**src/rtl/cu_pkg.sv**
```systemverilog
// cu_pkg: shared types and constants for the control unit.
// State encoding, opcodes, ALU selects, default field widths.
package cu_pkg;

  localparam int IW   = 16;
  localparam int DAW  = 8;
  localparam int RAW  = 4;
  localparam int ALUW = 3;

  typedef enum logic [3:0] {
    S_INIT   = 4'd0,
    S_FETCH  = 4'd1,
    S_DECODE = 4'd2,
    S_NOOP   = 4'd3,
    S_LOADA  = 4'd4,
    S_LOADB  = 4'd5,
    S_STORE  = 4'd6,
    S_ADD    = 4'd7,
    S_SUB    = 4'd8,
    S_HALT   = 4'd9
  } state_t;

  localparam logic [3:0] OP_NOOP  = 4'h0;
  localparam logic [3:0] OP_STORE = 4'h1;
  localparam logic [3:0] OP_LOAD  = 4'h2;
  localparam logic [3:0] OP_ADD   = 4'h3;
  localparam logic [3:0] OP_SUB   = 4'h4;
  localparam logic [3:0] OP_HALT  = 4'h5;

  localparam logic [2:0] ALU_ADD = 3'd1;
  localparam logic [2:0] ALU_SUB = 3'd2;

endpackage

```
**src/rtl/cu_decode.sv**
```systemverilog
// cu_decode: pure field extraction from the 16-bit IR.
// No state; every field is a fixed slice of the instruction.
module cu_decode (
  input  logic [cu_pkg::IW-1:0]  ir,
  output logic [3:0]             opcode,
  output logic [cu_pkg::RAW-1:0] ra,
  output logic [cu_pkg::RAW-1:0] rb,
  output logic [cu_pkg::RAW-1:0] rd,
  output logic [cu_pkg::DAW-1:0] ld_addr,
  output logic [cu_pkg::DAW-1:0] st_addr
);

  assign opcode  = ir[15:12];
  assign ra      = ir[11:8];
  assign rb      = ir[7:4];
  assign rd      = ir[3:0];
  assign ld_addr = ir[11:4];
  assign st_addr = ir[7:0];

endmodule

```
**src/rtl/control_fsm.sv**
```systemverilog
// control_fsm: Moore instruction sequencer for the control unit.
// Optional macro CU_ILLEGAL_TRAP_EN: undefined opcodes halt and raise Illegal.
module control_fsm #(
  parameter int IW   = cu_pkg::IW,
  parameter int DAW  = cu_pkg::DAW,
  parameter int RAW  = cu_pkg::RAW,
  parameter int ALUW = cu_pkg::ALUW
) (
  input  logic            Clk,
  input  logic            Reset_n,
  input  logic [IW-1:0]   IR,
  output logic            PC_Clr,
  output logic            PC_Up,
  output logic            IR_ld,
  output logic [DAW-1:0]  D_Addr,
  output logic            D_wr,
  output logic            RF_s,
  output logic [RAW-1:0]  RF_W_addr,
  output logic            RF_W_en,
  output logic [RAW-1:0]  RF_Ra_addr,
  output logic [RAW-1:0]  RF_Rb_addr,
  output logic [ALUW-1:0] ALU_s0,
`ifdef CU_ILLEGAL_TRAP_EN
  output logic            Illegal,
`endif
  output logic [3:0]      State
);

  import cu_pkg::*;

  state_t state;
  state_t next;

  logic [3:0]     opcode;
  logic [RAW-1:0] ra;
  logic [RAW-1:0] rb;
  logic [RAW-1:0] rd;
  logic [DAW-1:0] ld_addr;
  logic [DAW-1:0] st_addr;

`ifdef CU_ILLEGAL_TRAP_EN
  localparam state_t UNDEF_NEXT = S_HALT;
`else
  localparam state_t UNDEF_NEXT = S_NOOP;
`endif

  cu_decode u_dec (
    .ir      (IR),
    .opcode  (opcode),
    .ra      (ra),
    .rb      (rb),
    .rd      (rd),
    .ld_addr (ld_addr),
    .st_addr (st_addr)
  );

  // State register; reset forces Init at once.
  always_ff @(posedge Clk or negedge Reset_n) begin
    if (!Reset_n) state <= S_INIT;
    else          state <= next;
  end

  // Next-state: fixed sequence, branching only in Decode.
  always_comb begin
    next = state;
    unique case (state)
      S_INIT:   next = S_FETCH;
      S_FETCH:  next = S_DECODE;
      S_DECODE: begin
        unique case (1'b1)
          opcode == OP_NOOP:  next = S_NOOP;
          opcode == OP_STORE: next = S_STORE;
          opcode == OP_LOAD:  next = S_LOADA;
          opcode == OP_ADD:   next = S_ADD;
          opcode == OP_SUB:   next = S_SUB;
          opcode == OP_HALT:  next = S_HALT;
          default:            next = UNDEF_NEXT;
        endcase
      end
      S_LOADA:  next = S_LOADB;
      S_NOOP,
      S_LOADB,
      S_STORE,
      S_ADD,
      S_SUB:    next = S_FETCH;
      S_HALT:   next = S_HALT;
      default:  next = S_INIT;
    endcase
  end

  // Control word per state; all fields idle unless listed.
  always_comb begin
    PC_Clr     = 1'b0;
    PC_Up      = 1'b0;
    IR_ld      = 1'b0;
    D_Addr     = '0;
    D_wr       = 1'b0;
    RF_s       = 1'b0;
    RF_W_addr  = '0;
    RF_W_en    = 1'b0;
    RF_Ra_addr = '0;
    RF_Rb_addr = '0;
    ALU_s0     = '0;
    unique case (state)
      S_INIT:  PC_Clr = 1'b1;
      S_FETCH: begin
        IR_ld = 1'b1;
        PC_Up = 1'b1;
      end
      S_LOADA: begin
        D_Addr    = ld_addr;
        RF_s      = 1'b1;
        RF_W_addr = rd;
      end
      S_LOADB: begin
        D_Addr    = ld_addr;
        RF_s      = 1'b1;
        RF_W_addr = rd;
        RF_W_en   = 1'b1;
      end
      S_STORE: begin
        D_Addr     = st_addr;
        RF_Ra_addr = ra;
        D_wr       = 1'b1;
      end
      S_ADD: begin
        RF_Ra_addr = ra;
        RF_Rb_addr = rb;
        RF_W_addr  = rd;
        ALU_s0     = ALU_ADD;
        RF_W_en    = 1'b1;
      end
      S_SUB: begin
        RF_Ra_addr = ra;
        RF_Rb_addr = rb;
        RF_W_addr  = rd;
        ALU_s0     = ALU_SUB;
        RF_W_en    = 1'b1;
      end
      default: ;
    endcase
  end

  assign State = state;

`ifdef CU_ILLEGAL_TRAP_EN
  logic ill_q;

  // Sticky trap flag, set as Decode sends an undefined opcode to Halt.
  always_ff @(posedge Clk or negedge Reset_n) begin
    if (!Reset_n)
      ill_q <= 1'b0;
    else if (state == S_DECODE && opcode > OP_HALT)
      ill_q <= 1'b1;
  end

  assign Illegal = ill_q;
`endif

endmodule

```
**config.mk**
```make
export PLATFORM = sky130hd
export DESIGN_NAME = control_fsm
export DESIGN_NICKNAME = d
export VERILOG_FILES = /design/src/rtl/cu_pkg.sv /design/src/rtl/cu_decode.sv /design/src/rtl/control_fsm.sv
export SDC_FILE = /design/constraint.sdc
export NUM_CORES = 1
export LEC_CHECK = 0
export ABC_AREA = 1
export CAP_MARGIN = 20
export CORE_MARGIN = 8
export CORE_UTILIZATION = 37
export DETAILED_ROUTE_END_ITERATION = 16
export PLACE_DENSITY = 0.81
export SLEW_MARGIN = 10
export SYNTH_ARGS = -nofsm -noshare
export SYNTH_HDL_FRONTEND = slang
export SYNTH_HIERARCHICAL = 1
export SYNTH_SLANG_ARGS = --single-unit
```
**constraint.sdc**
```tcl
create_clock -name Clk -period 1.3 [get_ports Clk]
set_input_delay 0.195 -clock Clk [delete_from_list [all_inputs] [get_ports Clk]]
set_output_delay 0.195 -clock Clk [all_outputs]
set_load 0.005 [all_outputs]
```
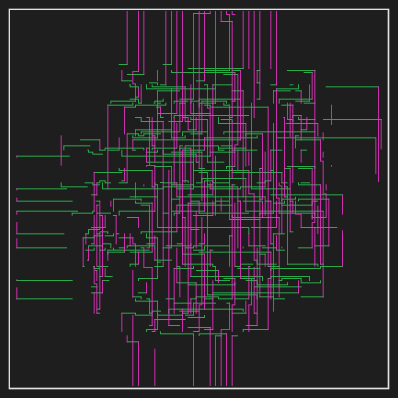
**Above:** run 1 (signal wires by layer).
Scale: 6 px per µm. Two of the layers only.
legend:
  green:
    layer: met1
    wire_length: 1200 µm
  magenta:
    layer: met2
    wire_length: 1650 µm
Routed WL: 3100 µm
All-Layer GR Usage: 0.146
DR vias: 982
wire length per cell: 14.4 µm

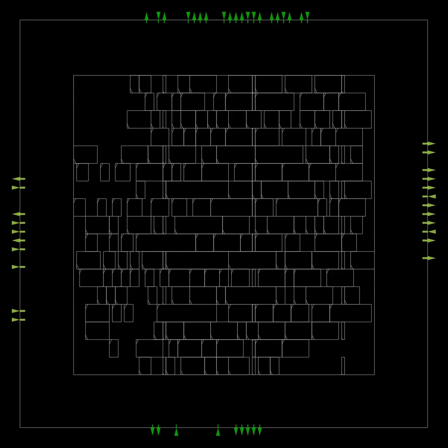
**Above:** run 1 (cell outlines without signal wires).
Final Util: 0.723
Core ar.: 0.00215 mm²
Non-Filler Instances: 216
n_taps: 28

==> flow_summary.yaml, run 1 <==
# flow metrics
global_routing:
  first_global_vias: 1028
  grt_max_degree: 6
  grt_first_pass_wirelength_um: 4790
  overflow: 0
timing:
  finClkSkew_ns: 0.00474
  hold_viol: 0
  slew_viol_final: 0
  setup_slack_ns: -0.437
  setup-violations-final: 31
  min_period_ns: 1.74
flow_run:
  max_cap_viol_count: 0
  tool_warnings: 28
yosys:
  yosys_warnings: 6
  synthAoiAreaFrac: 0.0567
  top_area_cell: "buf_4"
  simple_gate_share: 0.394
  yosys-stat-area_um2: 816
  syn_area_per_cell_um2: 6.04
  synth_area_um2: 816
  top_cells_by_area: "buf_4, nand2_1, dfrtp_1, inv_1, nand3_1"
  synth_flops: 4
  syn_inst: 135
  xor_share: 0
  ys_cells: 135
clock_tree:
  clock_latency_ns: 0.24
  clk_path_buf_depth: 2
  cts_tree: "yes"
  clk_root_buffer_cell: "clkbuf_4"
  cts_buffers: 3
  clk_pin_slew_worst_paths_ns: 0.04
  cts_max_level: 1
  cts_sinks: 4
placed_design:
  place_hpwl_um: 1850
  dp_slack_ns: -0.394
  gp_congestion: 0.762
  dp.cells: 189
setup_path:
  setup.worst_path.class: "reg2out"
  cp.required_ns: 1.11
  worst-path-max-fanout: 4
  end_kind: "primary output"
  crit_arrival_ns: 1.54
power_and_ir_drop:
  clockPowerShare: 0.098
  pwr-share-comb: 0.760
  power.density_mw_per_mm2: 1040
  pwr-share-seq: 0.142
  leakage_nw: 0.897
  power_switching_w: 0.000706
  intPower_w: 0.000916
floorplan:
  io_pins: 51
  dieArea_mm2: 0.00396
  initial_core_util: 0.380
  num_rows: 17
detailed_routing:
  drcViolationCount: 0
  ant_nets: 0
  vias_per_cell: 4.55
  dr.pass1.iters: 4
  first_iter_violations: 19
cells_and_area:
  antennaDiodeCount: 0
  area_delta_synth_final_pct: 90.3
  nNetsFinal: 208
status:
  status: "finished with violations"
  violations: "setup timing"
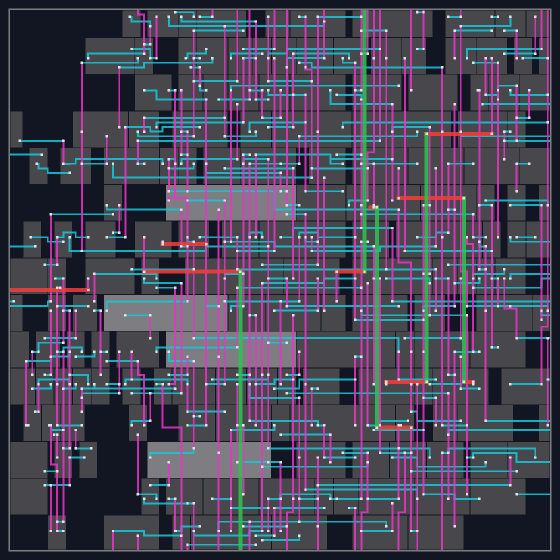
**Above:** run 1 (a small window of the routed layout).
Window x 11 to 51, y 11 to 51 µm. Cells in gray, sequential cells in the stronger gray; small squares are vias.
legend:
  magenta:
    layer: met2
  green:
    layer: met4
  red:
    layer: met3
  cyan:
    layer: met1
netlist names of flops here include: `State` (4)
cells with their middle in the window: 159
most frequent: buf_6 (26), nand2_1 (23), nand2_2 (18)
sequential cells in the window: 4

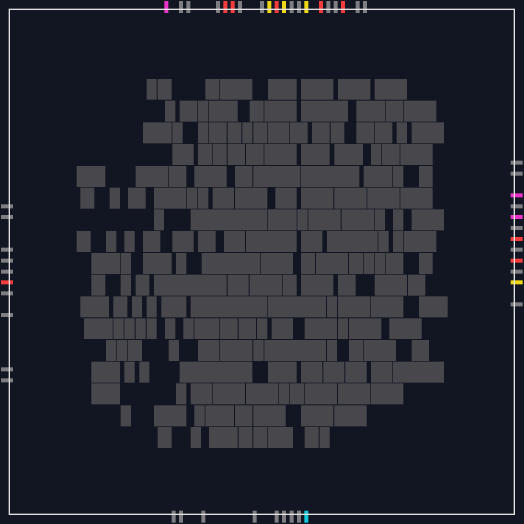
**Above:** run 1 (I/O pins on the die edge).
Scale: 8 px per µm. Pins as bars across the die edge, other pins in gray.
legend:
  red:
    port: `D_Addr`
    pins: 8
    direction: output
    edge: 5 north, 2 east, 1 west
  yellow:
    port: `RF_Rb_addr`
    pins: 4
    direction: output
    edge: 3 north, 1 east
  magenta:
    port: `ALU_s0`
    pins: 3
    direction: output
    edge: 2 east, 1 north
  cyan:
    port: `PC_Clr`
    pins: 1
    direction: output
    edge: south
all pins by edge: 20 north, 12 east, 10 west, 9 south
PortBufs: 49
chip height: 63.0 µm

## run 1: worst max-delay path, stage by stage, from the launching register on
cell and delay [ns]:
dfrtp_2 0.43, nor2_4 0.20, nand3_4 0.14, buf_6 0.15
nand3_4 0.06, buf_6 0.11, nand2_1 0.05, inv_1 0.05
buf_2 0.10
## run 1: kinds of logic (layout without fill, tap and decap cells)
| group | count (synthesis) | count (layout) |
|---|---|---|
| simple gates | 66 | 66 |
| buf+inv | 57 | 110 |
| compound gates | 7 | 7 |
| flops | 4 | 4 |
| other cells | 1 | 1 |
## run 1: stage by stage
stage	instance area (µm²)	total power [W]	hold WS, ns	setup TNS (ns)
floorplan	816	0.000671	-0.101	0
global placement	1170	0.00111	0.404	-8.75
detailed placement	1170	0.00113	0.418	-9.52
CTS	1420	0.00147	0.162	-7.50
global route	1550	0.00173	0.176	-10.85
finish	1550	0.00162	0.159	-9.36
## run 1: synth_stat cells
master	n
a21boi_0	2
a21boi_1	2
buf_2	1
buf_4	34
clkinv_2	1
conb_1	1
dfrtp_1	4
inv_1	18
inv_2	3
nand2_1	46
nand2_2	2
nand3_1	5
nand3_2	2
nand3_4	1
nand4_1	1
nand4_4	1
nor2_1	5
nor2_4	2
nor3_1	1
o21ai_0	2
o22ai_1	1
## run 1: what timing repair did
item | CTS | global route
gates cloned | 2 | 0
buffers inserted | 20 | 5
pin swaps | 13 | 9
gates resized | 178 | 41
setup endpoints to repair | 32 | 32
## run 1: power groups by stage
stage | clock, W | combinational [W] | sequential [W]
after global routing | 0.000167 | 0.00133 | 0.000234
after global placement | 0 | 0.000900 | 0.000207
after detailed placement | 0 | 0.000918 | 0.000212
after floorplan | 0 | 0.000453 | 0.000218
after CTS | 0.000163 | 0.00109 | 0.000218
final | 0.000159 | 0.00123 | 0.000231
## run 1: area by class of cell
type	count	area, µm²	share of cell area
Inverter	22	105	0.0677
Clock buffer	3	22.5	0.0145
Timing Repair Buffer	83	754	0.486
Sequential cell	4	103	0.0661
Tap cell	28	35.0	0.0226
Multi-Input combinational cell	74	509	0.328
Timing Repair inverter	2	23.8	0.0153
## run 1: cells in the final DEF (no fill, tap or decap), types with 2 or more instances in the layout
cell type	Yosys	routed
buf_6	0	34
nand2_1	46	25
buf_2	1	21
nand2_2	2	19
clkdlybuf4s50_1	0	17
inv_1	18	10
inv_2	3	9
buf_4	34	9
nand3_1	5	4
nor2_1	5	4
nor2_4	2	3
nand3_4	1	3
clkbuf_4	0	3
dfrtp_2	0	2
dfrtp_1	4	2
nand2_8	0	2
clkinv_8	0	2
a21boi_1	2	2
a21boi_2	0	2
nand2_4	0	2
o21ai_2	0	2
## run 1: per-layer routing
layer	global-route usage	vias up	routed length, µm
met4	0.0798	0	104
met3	0.0287	10	150
met1	0.152	456	1200
li1	-	482	-
met2	0.265	34	1650
met5	0	-	0
## run 1: path summary, 6_finish.rpt
| check | to | from | depth (start not counted) |
|---|---|---|---|
| setup / recovery | RF_W_addr[3] | State[3] | 8 |
| hold / removal | State[2] | Reset_n | 1 |
| setup reg to reg | State[0] | State[3] | 8 |
| hold reg to reg | State[2] | State[0] | 3 |
| max in group asynchronous | State[0] | Reset_n | 1 |
| min in group Clk | State[3] | IR[14] | 3 |
==> inputs of run 2 (changes only) <==
--- a/config.mk
+++ b/config.mk
@@ -11,6 +11,7 @@
 export CORE_UTILIZATION = 37
 export DETAILED_ROUTE_END_ITERATION = 16
 export PLACE_DENSITY = 0.81
+export SKIP_LAST_GASP = 1
 export SLEW_MARGIN = 10
 export SYNTH_ARGS = -nofsm -noshare
 export SYNTH_HDL_FRONTEND = slang
==> run 2 against run 1 <==
Power decreased by 4.7%. Wire length is 8.3% lower. Synthesized cell count unchanged. Non-clock buffer count increased by 1. Global-route usage down 0.25 points. Design area decreased by 1.7%. The flow still finishes with violations (setup timing). Maximum frequency is 0.98% higher. Worst setup slack better by 0.017 ns.
==> flow_summary.yaml, run 2 <==
# flow metrics
power_and_ir_drop:
  power.density_mw_per_mm2: 1010
  leakage_nw: 0.906
  pwr-share-comb: 0.755
  pwr-share-seq: 0.143
  clockPowerShare: 0.101
  power_switching_w: 0.000648
  intPower_w: 0.000897
floorplan:
  dieArea_mm2: 0.00396
  core_mm2: 0.00215
  die-height_um: 63.0
detailed_routing:
  ant_nets: 0
  num_vias: 943
  drcViolationCount: 0
  finalWirelength_um: 2840
  first_iter_violations: 16
  vias_per_cell: 4.35
setup_path:
  setup.worst_path.class: "reg2out"
  cp_common_cell: "buf_6"
  rr_worst_depth: 8
  cp.required_ns: 1.11
  worst-path-max-fanout: 4
  cpMaxStageDelayCell: "dfrtp_1"
  end_kind: "primary output"
global_routing:
  overflow: 0
  grt_first_pass_wirelength_um: 4720
  first_global_vias: 1018
  grt_max_degree: 6
  grt_util_all_layers: 0.143
clock_tree:
  cts_max_level: 1
  clock_latency_ns: 0.24
  cts_buffers: 3
  cts_sinks: 4
  clk_path_buf_depth: 2
  cts_tree: "yes"
  clk_pin_slew_worst_paths_ns: 0.04
  clk_root_buffer_cell: "clkbuf_4"
yosys:
  ys_cells: 135
  synth_flops: 4
  synth-async-reset-ratio: 1.00
  top_cells_by_area: "buf_4, nand2_1, dfrtp_1, inv_1, nand3_1"
  ys.flop_type: "dfrtp_1"
  yosys-stat-area_um2: 816
  postSynthSeqShare: 0.123
  synth_area_um2: 816
  edf_count: 0
  yosysMostFrequentCell: "nand2_1"
  yosys_warnings: 6
  synthDistinctLibCells: 21
  syn_inst: 135
placed_design:
  gp_congestion: 0.762
  place_hpwl_um: 1850
  portBuffers: 49
  placed_cell_area_mm2: 0.00117
timing:
  setup_slack_ns: -0.420
  setup-violations-final: 31
  finClkSkew_ns: 0.00343
  timing.hold.ws_ns: 0.163
  slew_viol_final: 0
  min_period_ns: 1.72
flow_run:
  tool_warnings: 28
  max_cap_viol_count: 0
status:
  violations: "setup timing"
  status: "finished with violations"
cells_and_area:
  logic_area_um2: 483
  seqCellArea_um2: 103
  area_delta_synth_final_pct: 87.1
  final_area_mm2: 0.00153
  nNetsFinal: 209
  largest_reg_flops: 4
  antennaDiodeCount: 0
  final_common_cell: "buf_6"
-- run 2: repair_timing --
item	CTS	global route
endpoints found under the setup margin	32	32
gates cloned	2	0
resized	171	36
pin swaps	13	8
endpoints found under the hold margin	0	0
buffers inserted	20	7
-- run 2: per-stage QoR --
stage / setup TNS, ns / std cells / power [W] / setup WS, ns / util
finish: -9.48 / 217 / 0.00154 / -0.420 / 0.711
global route: -11.27 / 217 / 0.00166 / -0.488 / 0.711
CTS: -7.62 / 214 / 0.00147 / -0.380 / 0.654
detailed placement: -9.52 / 189 / 0.00113 / -0.394 / 0.545
global placement: -8.75 / 189 / 0.00111 / -0.342 / 0.545
floorplan: 0 / 135 / 0.000671 / 0.0853 / -
-- run 2: area by class of cell --
| cell class | instances | share of cell area |
|---|---|---|
| Timing Repair Buffer | 84 | 0.499 |
| Multi-Input combinational cell | 74 | 0.316 |
| Sequential cell | 4 | 0.0672 |
| Inverter | 22 | 0.0639 |
| Tap cell | 28 | 0.0230 |
| Timing Repair inverter | 2 | 0.0156 |
| Clock buffer | 3 | 0.0148 |
-- run 2: cells by family (layout without fill, tap and decap cells) --
kind of cell           after synthesis  in the layout  synth area share
AND/OR/NAND/NOR                     66             66             0.394
buffers and inverters               57            111             0.422
AND-OR/OR-AND                        7              7            0.0567
flip-flops                           4              4             0.123
other                                1              1           0.00460
-- run 2: critical path, delay by kind of cell (launching register included) --
kind / cells / cell delay, ns
buf+inv: 5 / 0.62
flops: 1 / 0.39
simple gates: 4 / 0.29
-- run 2: routing by layer --
layer | track usage | vias up | part of all wire
met1 | 0.149 | 431 | 0.39
met5 | 0 | - | 0
met4 | 0.0798 | 0 | 0.019
met3 | 0.0287 | 4 | 0.044
li1 | - | 482 | -
met2 | 0.260 | 26 | 0.55
-- run 2: path summary, 6_finish.rpt --
| kind | startpoint | to |
|---|---|---|
| worst max-delay path | State[2] | D_Addr[3] |
| worst min-delay path | Reset_n | State[2] |
| worst max register to register | State[3] | State[0] |
| min in group Clk | IR[14] | State[3] |
| worst min register to register | State[0] | State[2] |
| max in group asynchronous | Reset_n | State[0] |
-- run 2: power by group through the flow --
stage / clock [W] / sequential [W] / combinational [W]
floorplan: 0 / 0.000218 / 0.000453
CTS: 0.000163 / 0.000218 / 0.00108
global placement: 0 / 0.000207 / 0.000900
global route: 0.000167 / 0.000226 / 0.00127
finish: 0.000157 / 0.000221 / 0.00117
detailed placement: 0 / 0.000212 / 0.000918
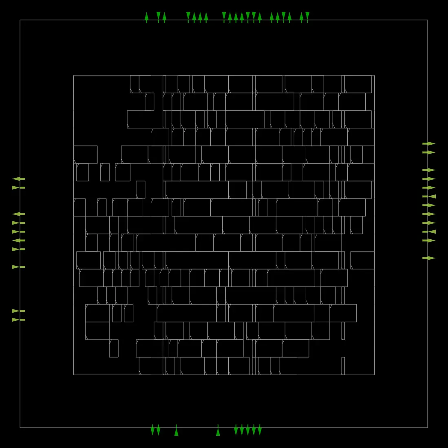
**Above:** run 2 (cell outlines without signal wires).
fillers: 164
sequential share of cell area: 0.0672
Non-Filler Instances: 217
Cell Rows: 17
flip-flops: 4

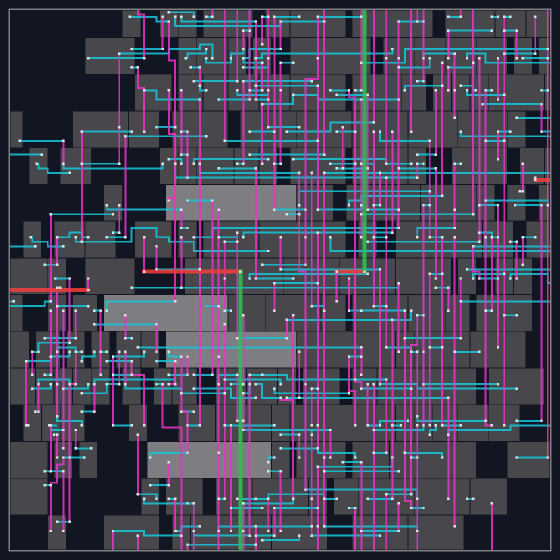
**Above:** run 2 (a small window of the routed layout).
Window x 11 to 51, y 11 to 51 µm. Cells in gray, sequential cells in the stronger gray; small squares are vias.
legend:
  magenta:
    layer: met2
  red:
    layer: met3
  green:
    layer: met4
  cyan:
    layer: met1
netlist names of flops here include: `State` (4)
sequential cells in the window: 4
cells with their middle in the window: 157
most frequent: nand2_1 (28), buf_6 (23), nand2_2 (15)

==> inputs of run 3 (changes only) <==
--- a/config.mk
+++ b/config.mk
@@ -10,7 +10,9 @@
 export CORE_MARGIN = 8
 export CORE_UTILIZATION = 37
 export DETAILED_ROUTE_END_ITERATION = 16
+export GPL_ROUTABILITY_DRIVEN = 0
 export PLACE_DENSITY = 0.81
+export SETUP_SLACK_MARGIN = 0.4
 export SKIP_LAST_GASP = 1
 export SLEW_MARGIN = 10
 export SYNTH_ARGS = -nofsm -noshare
==> run 3 against run 2 <==
The flow still finishes with violations (setup timing). First-iteration DRC count increased to 2.9 times the previous value. Die area did not move. Via count grew 11%. Design area grew 8.9%.
==> flow_summary.yaml, run 3 <==
# flow metrics
status:
  status: "finished with violations"
  violations: "setup timing"
yosys:
  synth_area_um2: 816
  yosysMostFrequentCell: "nand2_1"
  synth_flops: 4
  yosys_warnings: 6
  ys.flop_type: "dfrtp_1"
  synthDistinctLibCells: 21
  postSynthSeqShare: 0.123
  ys_cells: 135
  syn_inst: 135
  top_cells_by_area: "buf_4, nand2_1, dfrtp_1, inv_1, nand3_1"
  edf_count: 0
  syn_area_per_cell_um2: 6.04
  fp_nets: 153
  yosys-stat-area_um2: 816
  synth-async-reset-ratio: 1.00
floorplan:
  dieArea_mm2: 0.00396
  io_pins: 51
  num_rows: 17
  core_mm2: 0.00215
placed_design:
  place_hpwl_um: 1910
  dp.cells: 188
  portBuffers: 49
timing:
  min_period_ns: 1.79
  slew_viol_final: 0
  setup-violations-final: 34
  hold_viol: 0
  timing.hold.ws_ns: 0.164
  setup_slack_ns: -0.492
  finClkSkew_ns: 0.00570
global_routing:
  first_global_vias: 1058
  overflow: 0
  grt_max_degree: 7
  grt_first_pass_wirelength_um: 5050
detailed_routing:
  ant_nets: 0
  wl_met2_um: 1960
  vias_per_cell: 4.61
  wl_met3_um: 180
  dr.pass1.iters: 4
  drcViolationCount: 0
  first_iter_violations: 47
  wl_met1_um: 1420
  highest_layer: "met4"
setup_path:
  cp.required_ns: 1.11
  crit_arrival_ns: 1.60
  worst-path-max-fanout: 6
  setup.worst_path.class: "reg2out"
  end_kind: "primary output"
cells_and_area:
  antennaDiodeCount: 0
  largest_reg_flops: 4
  final_common_cell: "buf_6"
  finalNonFillerCells: 227
  area_delta_synth_final_pct: 104
  nNetsFinal: 218
  final_util: 0.774
power_and_ir_drop:
  pwr-share-comb: 0.793
  clockPowerShare: 0.084
  pwr-share-seq: 0.123
  total_power_w: 0.00209
  intPower_w: 0.00123
  leakage_nw: 0.974
  power.density_mw_per_mm2: 1260
  power_switching_w: 0.000855
clock_tree:
  clock_latency_ns: 0.24
  clk_path_buf_depth: 2
  clk_root_buffer_cell: "clkbuf_4"
  cts_max_level: 1
  clk_pin_slew_worst_paths_ns: 0.04
  cts_tree: "yes"
  cts_sinks: 4
  cts_buffers: 3
worst_hold_path:
  hold_class: "in2async"
flow_run:
  tool_warnings: 29
  max_cap_viol_count: 0
-- run 3: worst max-delay path: stages, from the launching register on --
cell and delay, ns:
dfrtp_1 0.37, inv_2 0.08, nor2_4 0.21, nand3_4 0.17, buf_4 0.18, a21boi_1 0.20, buf_2 0.16
-- run 3: power groups by stage --
stage / registers, W / clock network [W] / logic (W)
after global placement: 0.000241 / 0 / 0.000916
after detailed placement: 0.000247 / 0 / 0.000936
after global routing: 0.000258 / 0.000192 / 0.00173
after CTS: 0.000250 / 0.000176 / 0.00125
final: 0.000257 / 0.000175 / 0.00166
after floorplan: 0.000231 / 0 / 0.000491
-- run 3: routing by layer --
layer | track usage | vias up
met5 | 0 | -
met4 | 0.105 | 0
met3 | 0.0341 | 12
met2 | 0.280 | 38
met1 | 0.152 | 492
li1 | - | 505
-- run 3: cells by family (layout without fill, tap and decap cells) --
| kind of cell | Yosys count | in the layout | share of synthesized area |
|---|---|---|---|
| flip-flops | 4 | 4 | 0.123 |
| AND-OR/OR-AND | 7 | 7 | 0.0567 |
| other | 1 | 1 | 0.00460 |
| AND/OR/NAND/NOR | 66 | 66 | 0.394 |
| buffers and inverters | 57 | 121 | 0.422 |
-- run 3: through the flow --
step | TNS, ns | setup slack (ns) | instance area (µm²)
finish | -10.96 | -0.492 | 1660
CTS | -8.93 | -0.439 | 1490
global route | -12.44 | -0.541 | 1660
detailed placement | -10.11 | -0.400 | 1170
global placement | -9.40 | -0.371 | 1170
floorplan | 0 | 0.110 | 831
-- run 3: final timing paths --
check,from,end,slack [ns],cells past startpoint
worst max-delay path,State[2],RF_Rb_addr[2],-0.49,6
worst min-delay path,Reset_n,State[1],0.16,1
worst max register to register,State[2],State[0],-0.25,10
worst min register to register,State[1],State[2],0.70,3
max in group asynchronous,Reset_n,State[3],0.94,1
min in group Clk,IR[14],State[3],0.64,3
-- run 3: layout make-up --
cell class	count	area, µm²
clock buffer	4	26.3
tap	28	35.0
multi-input combinational	74	509
fill	138	485
timing repair buffer	95	888
sequential	4	104
inverter	22	100
-- run 3: timing repair --
action,4_1_cts,5_1_grt
hold endpoints to repair,0,0
cloned,0,0
setup buffers,28,7
pin swaps,17,13
endpoints found under the setup margin,36,36
gates resized,165,48
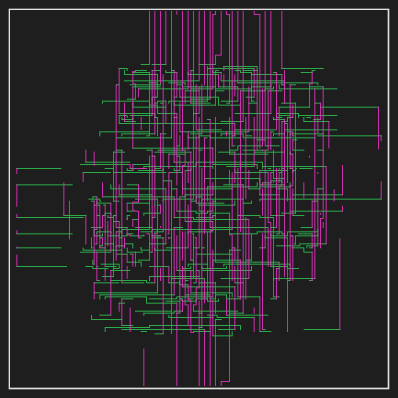
**Above:** run 3 (signal wires by layer).
Scale: 6 px per µm. Two of the layers only.
legend:
  magenta:
    layer: met2
    wire_length: 1960 µm
  green:
    layer: met1
    wire_length: 1420 µm
Routed WL: 3680 µm
wire length per cell: 16.2 µm
All-Layer GR Usage: 0.155
DR vias: 1047

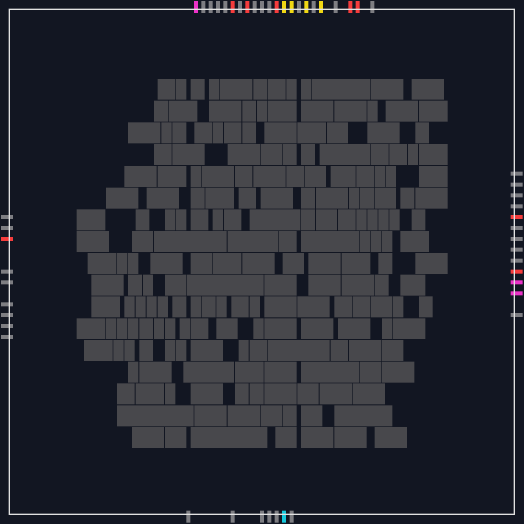
**Above:** run 3 (I/O pins on the die edge).
Scale: 8 px per µm. Pins as bars across the die edge, other pins in gray.
legend:
  cyan:
    port: `PC_Clr`
    pins: 1
    direction: output
    edge: south
  red:
    port: `D_Addr`
    pins: 8
    direction: output
    edge: 5 north, 2 east, 1 west
  yellow:
    port: `RF_Rb_addr`
    pins: 4
    direction: output
    edge: north
  magenta:
    port: `ALU_s0`
    pins: 3
    direction: output
    edge: 2 east, 1 north
die x size: 63.0 µm

Power and IR drop assume default switching activity.
